==> images/placement_by_type.png <==
Scale bar: 100 um. Fill, decap, tap and diode cells in grey.
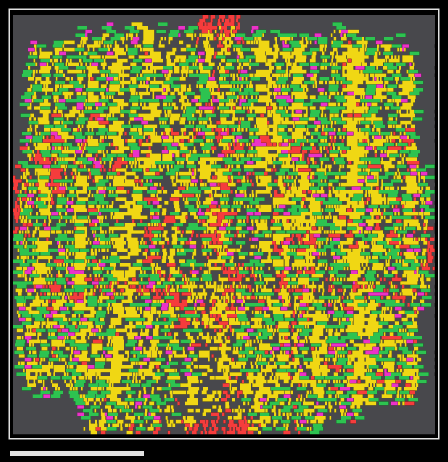
==> images/placement.png <==
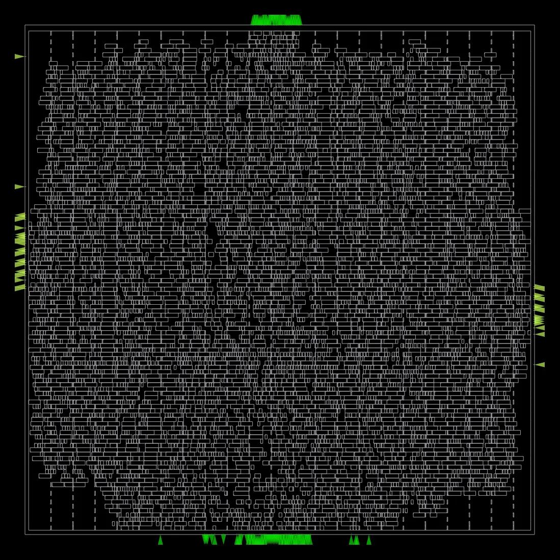
==> images/wires.png <==
Scale bar: 100 um.
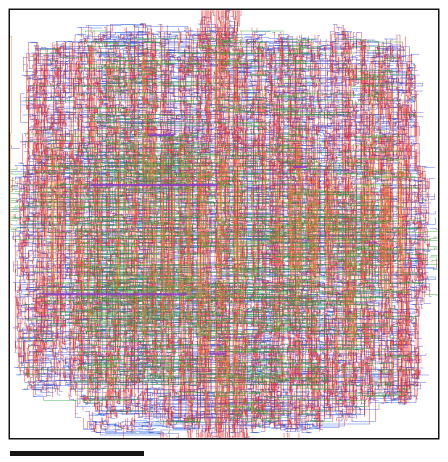
**src/rtl/regfile_pkg.sv**
```systemverilog
// Shared defaults and address type for the register file scoreboard.
package regfile_pkg;

    localparam int DATA_WIDTH    = 32;
    localparam int NUM_REGISTERS = 32;
    localparam int ADDR_WIDTH    = $clog2(NUM_REGISTERS);

    typedef logic [ADDR_WIDTH-1:0] reg_addr_t;

endpackage

```
**src/rtl/regfile_read_port.sv**
```systemverilog
// One combinational read port: register select, writeback forwarding and busy lookup.
module regfile_read_port #(
    parameter int DATA_WIDTH    = regfile_pkg::DATA_WIDTH,
    parameter int NUM_REGISTERS = regfile_pkg::NUM_REGISTERS,
    parameter int BYPASS        = 1,
    localparam int AW           = $clog2(NUM_REGISTERS)
) (
    input  logic [AW-1:0]                             addr,
    input  logic [NUM_REGISTERS-1:0][DATA_WIDTH-1:0]  regs,
    input  logic [NUM_REGISTERS-1:0]                  busy_bits,
    input  logic                                      wb_valid,
    input  logic [AW-1:0]                             wb_addr,
    input  logic [DATA_WIDTH-1:0]                     wb_data,
    output logic [DATA_WIDTH-1:0]                     data,
    output logic                                      busy
);
    import regfile_pkg::*;

    logic addr_zero;
    logic fwd_hit;

    assign addr_zero = (addr == '0);
    // A writeback landing this cycle makes the register both valid and the freshest value.
    assign fwd_hit   = (BYPASS != 0) && wb_valid && (wb_addr == addr) && !addr_zero;

    always_comb begin
        data = regs[addr];
        busy = busy_bits[addr];
        if (addr_zero) begin
            data = '0;
            busy = 1'b0;
        end else if (fwd_hit) begin
            data = wb_data;
            busy = 1'b0;
        end
    end

endmodule

```
**src/rtl/register_file_scoreboard.sv**
```systemverilog
// Register file with per-register pending-write scoreboard, multi-port reads and writeback forwarding.
module register_file_scoreboard #(
    parameter int DATA_WIDTH     = regfile_pkg::DATA_WIDTH,
    parameter int NUM_REGISTERS  = regfile_pkg::NUM_REGISTERS,
    parameter int NUM_READ_PORTS = 2,
    parameter int BYPASS         = 1,
    localparam int AW            = $clog2(NUM_REGISTERS),
    localparam int CW            = $clog2(NUM_REGISTERS + 1)
) (
    input  logic                                       clk,
    input  logic                                       rst_n,
    input  logic [NUM_READ_PORTS-1:0][AW-1:0]          rd_addr,
    output logic [NUM_READ_PORTS-1:0][DATA_WIDTH-1:0]  rd_data,
    output logic [NUM_READ_PORTS-1:0]                  rd_busy,
    input  logic                                       issue_valid,
    input  logic [AW-1:0]                              issue_addr,
    output logic                                       issue_ready,
    input  logic                                       wb_valid,
    input  logic [AW-1:0]                              wb_addr,
    input  logic [DATA_WIDTH-1:0]                      wb_data,
    output logic [CW-1:0]                              pending_count,
    output logic                                       err_wb_unexpected
);
    import regfile_pkg::*;

    logic [NUM_REGISTERS-1:0][DATA_WIDTH-1:0] data_reg;
    logic [NUM_REGISTERS-1:0][DATA_WIDTH-1:0] data_next;
    logic [NUM_REGISTERS-1:0]                 busy_reg;
    logic [NUM_REGISTERS-1:0]                 busy_next;
    logic [CW-1:0]                            count_reg;
    logic                                     err_reg;

    logic wb_hit;
    logic issue_hit;
    logic count_inc;
    logic count_dec;

    assign wb_hit      = wb_valid && (wb_addr != '0);
    assign issue_ready = (issue_addr == '0) || !busy_reg[issue_addr] ||
                         (wb_valid && (wb_addr == issue_addr));
    assign issue_hit   = issue_valid && issue_ready && (issue_addr != '0);

    // A same-register issue+writeback keeps the bit set, so it neither adds nor removes a pending entry.
    assign count_inc = issue_hit && !busy_reg[issue_addr];
    assign count_dec = wb_hit && busy_reg[wb_addr] && !(issue_hit && (issue_addr == wb_addr));

    assign data_next[0] = '0;
    assign busy_next[0] = 1'b0;

    generate
        for (genvar gi = 1; gi < NUM_REGISTERS; gi++) begin : g_reg
            logic set_hit;
            logic clr_hit;
            assign set_hit       = issue_hit && (issue_addr == AW'(gi));
            assign clr_hit       = wb_hit && (wb_addr == AW'(gi));
            assign data_next[gi] = clr_hit ? wb_data : data_reg[gi];
            assign busy_next[gi] = set_hit || (busy_reg[gi] && !clr_hit);
        end
    endgenerate

    always_ff @(posedge clk) begin
        if (!rst_n) begin
            data_reg  <= '0;
            busy_reg  <= '0;
            count_reg <= '0;
            err_reg   <= 1'b0;
        end else begin
            data_reg  <= data_next;
            busy_reg  <= busy_next;
            count_reg <= count_reg + CW'(count_inc) - CW'(count_dec);
            if (wb_hit && !busy_reg[wb_addr]) begin
                err_reg <= 1'b1;
            end
        end
    end

    assign pending_count     = count_reg;
    assign err_wb_unexpected = err_reg;

    generate
        for (genvar gi = 0; gi < NUM_READ_PORTS; gi++) begin : g_port
            regfile_read_port #(
                .DATA_WIDTH    (DATA_WIDTH),
                .NUM_REGISTERS (NUM_REGISTERS),
                .BYPASS        (BYPASS)
            ) u_port (
                .addr      (rd_addr[gi]),
                .regs      (data_reg),
                .busy_bits (busy_reg),
                .wb_valid  (wb_valid),
                .wb_addr   (wb_addr),
                .wb_data   (wb_data),
                .data      (rd_data[gi]),
                .busy      (rd_busy[gi])
            );
        end
    endgenerate

endmodule

```
**config.mk**
```make
export PLATFORM = sky130hd
export DESIGN_NAME = register_file_scoreboard
export DESIGN_NICKNAME = d
export VERILOG_FILES = /design/src/rtl/regfile_pkg.sv /design/src/rtl/regfile_read_port.sv /design/src/rtl/register_file_scoreboard.sv
export SDC_FILE = /design/constraint.sdc
export NUM_CORES = 2
export LEC_CHECK = 0
export CORE_MARGIN = 2
export CORE_UTILIZATION = 54
export CTS_BUF_LIST = sky130_fd_sc_hd__clkbuf_8
export DETAILED_ROUTE_END_ITERATION = 12
export GPL_TIMING_DRIVEN = 0
export PLACE_DENSITY = 0.71
export SLEW_MARGIN = 25
export SYNTH_ARGS = -nofsm -noshare
export SYNTH_HDL_FRONTEND = slang
export SYNTH_SLANG_ARGS = --single-unit
```
**constraint.sdc**
```tcl
create_clock -name clk -period 5 [get_ports clk]
set_clock_uncertainty 0.05 [all_clocks]
set_input_delay 1.25 -clock clk [delete_from_list [all_inputs] [get_ports clk]]
set_output_delay 1.25 -clock clk [all_outputs]
set_load 0.005 [all_outputs]
```
==> Slide: Implementation Results <==
Flow Results at a Glance

Floorplan
  • Fp util: 54.5%
  • Die width: 319 um
  • Die y size: 319 um
  • Chip Area: 102000 um2
  • Num ports: 130

Final layout
  • Share of post-route cells with drive strength above 1: 22.2%
  • Flop area: 20600 um2
  • Comb gate area: 32500 um2
  • Synth-to-Final Area Change: 19.9%
  • Layout fillers: 8038
  • Non-filler cells, final: 7788
  • Number of flip-flops in the largest register: 992
  • Final #Nets: 6429

Placement
  • DP HPWL: 167000 um
  • Final Wtd Congestion: 1.05
  • Cell count after placement: 7384
  • IO buf count: 82

CTS
  • Clock buffer depth: 3
  • Cts bufs inserted: 173
  • # H-tree levels: 4
  • Clk latency late pin: 870 ps
  • CTS tree: yes
  • Clock Pin Slew Worst Setup and Hold Paths: 50 ps
  • Root Driver: clkbuf_8
  • TritonCTS Sinks: 1030

Critical path
  • Critical path peak fanout: 10
  • Crit Path Category: input pin to output pin
  • Critical Path Source Type: input pin
  • Worst Path Arrival: 3890 ps
  • Crit. End Element: output pin
  • Reg2reg start: busy_reg[3]$_SDFF_PN0_
  • CP Data Required Time: 3700 ps
  • Critical path origin: rd_addr[5]

Logic synthesis
  • Chip Area, Yosys: 53700 um2
  • Synth warn: 0
  • Distinct cells, synth: 59
  • #FFs+latches synth: 1030
  • Sequential share of the synthesized area: 38.4%
  • Most common reg cell: dfxtp_1
  • Fraction of registers with async set/reset: 0%
  • Area of the mapped netlist: 53700 um2
  • Post-Syn Area per Cell: 8.92 um2
  • Floorplan Nets: 6078
  • Post-synth EDFFs: 0
  • Post-Syn Instances: 6015
  • Yosys Instances: 6015

Global routing
  • Pin count of the biggest net entering global routing: 17
  • Vias in the first global route: 48421
  • Global route overflow: 0
  • First-pass GRT wire length: 316000 um
  • Initial antenna violation count: 7

Routing
  • TritonRoute pass-1 iters: 9
  • Post-route DRC: 0
  • DRT Wirelength: 222000 um
  • Initial drt markers: 7596
  • Vias/cell: 6.58
  • Antenna-violating nets left: 0

Final timing
  • Final setup vio count: 24
  • Max-slew violation count: 0
  • FMAX: 193 MHz
  • Tmin final: 5190 ps
  • Final worst-path cycle share: 104%
  • RSZ-0062 raised after global routing: yes
  • Worst slew pin tran: 1250 ps
  • Setup ws final: -191 ps
  • TNS Setup: -1780 ps
  • Slew headroom: 16.2%
  • Final Hold Viols: 0
  • WHS: 413 ps

Status
  • Status: complete, but fails checks
  • Failing checks: setup timing

Power and ir drop
  • Tot Pwr: 18500 uW
  • Static Leak: 0.0215 uW
  • Max IR drop VDD: 0.263 mV
  • Cell Pwr Density: 287 nW/um2

Worst hold path
  • Hold WC Path Type: register to register
  • Hold_sp: data_reg[612]$_SDFFE_PN0P_

Flow run
  • Max-cap viol count: 0
  • Tool warning count: 30
About placement_by_type.png:
class	colour	cells	share of their area
flops	green	1030	33%
clock drivers and dummy loads	magenta	303	5.8%
other buffers and delay cells	red	825	9.5%
combinational and other logic	yellow	4336	52%
Cell Rows: 115
Design Area, Final: 64300 um2
final core occ: 65.4%

About placement.png:
core area: 98400 um2
Seq/total area: 32.0%

About wires.png:
layer	colour	wire length
metal 2	red	95.2 mm
metal 4	orange	14600 um
metal 5	purple	236 um
metal 1	blue	78.9 mm
metal 3	green	33.2 mm
WL/cell: 28.5 um
total number of vias: 51240
gr usage total: 42.3%

critical path, stage by stage:
cell	delay, ps
buf_8	140
buf_12	210
buf_16	210
buf_6	180
mux4_2	340
mux4_2	610
a211oi_4	370
nor3_1	90
clkdlybuf4s50_1	460
power breakdown:
part	switching (uW)	internal, uW
logic	1320	741
registers	63.6	8280
clock network	3710	4360
synth_stat cells, drive strengths merged (4+ instances only):
cell / n / share of area, %
a22o: 64 / 1.0
nor2b: 8 / 0.093
ha: 6 / 0.14
or4: 4 / 0.056
nor2: 117 / 0.82
a21oi: 998 / 9.3
nand2: 2022 / 14
dfxtp: 1030 / 38
nor4: 4 / 0.082
xnor2: 14 / 0.23
mux2: 69 / 1.4
xor2: 6 / 0.098
mux2i: 142 / 2.6
mux4: 539 / 23
clkbuf: 490 / 3.5
buf: 159 / 1.5
a211oi: 64 / 0.90
nand4: 6 / 0.070
nor3: 74 / 0.69
inv: 13 / 0.091
o22ai: 64 / 0.75
nand3: 49 / 0.46
nand2b: 8 / 0.093
o21ai: 30 / 0.28
per-stage QoR:
step,setup slack [ps],instance area [um2]
floorplan,465,53700
global placement,-2220,56100
detailed placement,-2210,56100
CTS,-132,63100
global route,-196,64300
finish,-191,64300
routing by layer:
layer  share of wire [%]  track usage, %
met2                  43            62.3
met5                0.11           0.757
met4                 6.6            23.6
met3                  15            14.8
met1                  36            54.2
placed cells by master (no fill, tap or decap), types with 22 or more instances in the layout:
master and n:
mux4_2 538, a21oi_1 998, nor3_1 47, mux2i_1 61
nor2_1 109, inv_1 56, a211oi_2 30, buf_4 98
dlymetal6s2s_1 29, clkbuf_8 240, o21ai_0 22, a22o_1 64
o22ai_2 37, clkbuf_1 419, nand3_1 49, buf_12 49
nand2_1 2021, dfxtp_1 1030, clkbuf_2 53, buf_6 36
buf_2 41, mux2i_4 65, mux2_2 69, a211oi_4 34
layout make-up:
class                   count  area share (%)
diodes                      7          0.0272
plain buffers             647            6.41
clock buffers             231            4.94
clock inverters            72           0.700
inverters                  14          0.0817
multi-input cells        4322            50.4
flip-flops and latches   1030            32.0
well taps                1287            2.50
repair buffers            178            2.85
logic make-up (layout without fill, tap and decap cells):
| logic type | Yosys count | after routing | synth area share [%] |
|---|---|---|---|
| and+or+nand+nor | 2306 | 2306 | 16.7 |
| AOI/OAI and AO/OA | 1239 | 1239 | 12.6 |
| DFF | 1030 | 1030 | 38.4 |
| muxes | 750 | 750 | 26.7 |
| buffers and inverters | 663 | 1142 | 5.10 |
| xor gates and xnor gates | 20 | 20 | 0.326 |
| adders and majority gates | 7 | 7 | 0.177 |
| other | 0 | 7 | 0 |
timing repair:
action | 4_1_cts | 5_1_grt
pin swaps | 77 | 55
setup buffers | 22 | 67
hold buffers | 0 | 0
gates resized | 762 | 154
gates cloned | 6 | 3
endpoints found under the setup margin | 67 | 51
worst paths after layout:
kind | endpoint | slack (ps) | cells after the start
setup / recovery | rd_data[50] | -190 | 9
hold / removal | data_reg[612]$_SDFFE_PN0P_ | 410 | 2
setup reg to reg | pending_count[5]$_SDFF_PN0_ | 1220 | 15
hold reg to reg | data_reg[612]$_SDFFE_PN0P_ | 410 | 2
Power figures rest on the tool's default switching activity, not on a simulated workload.
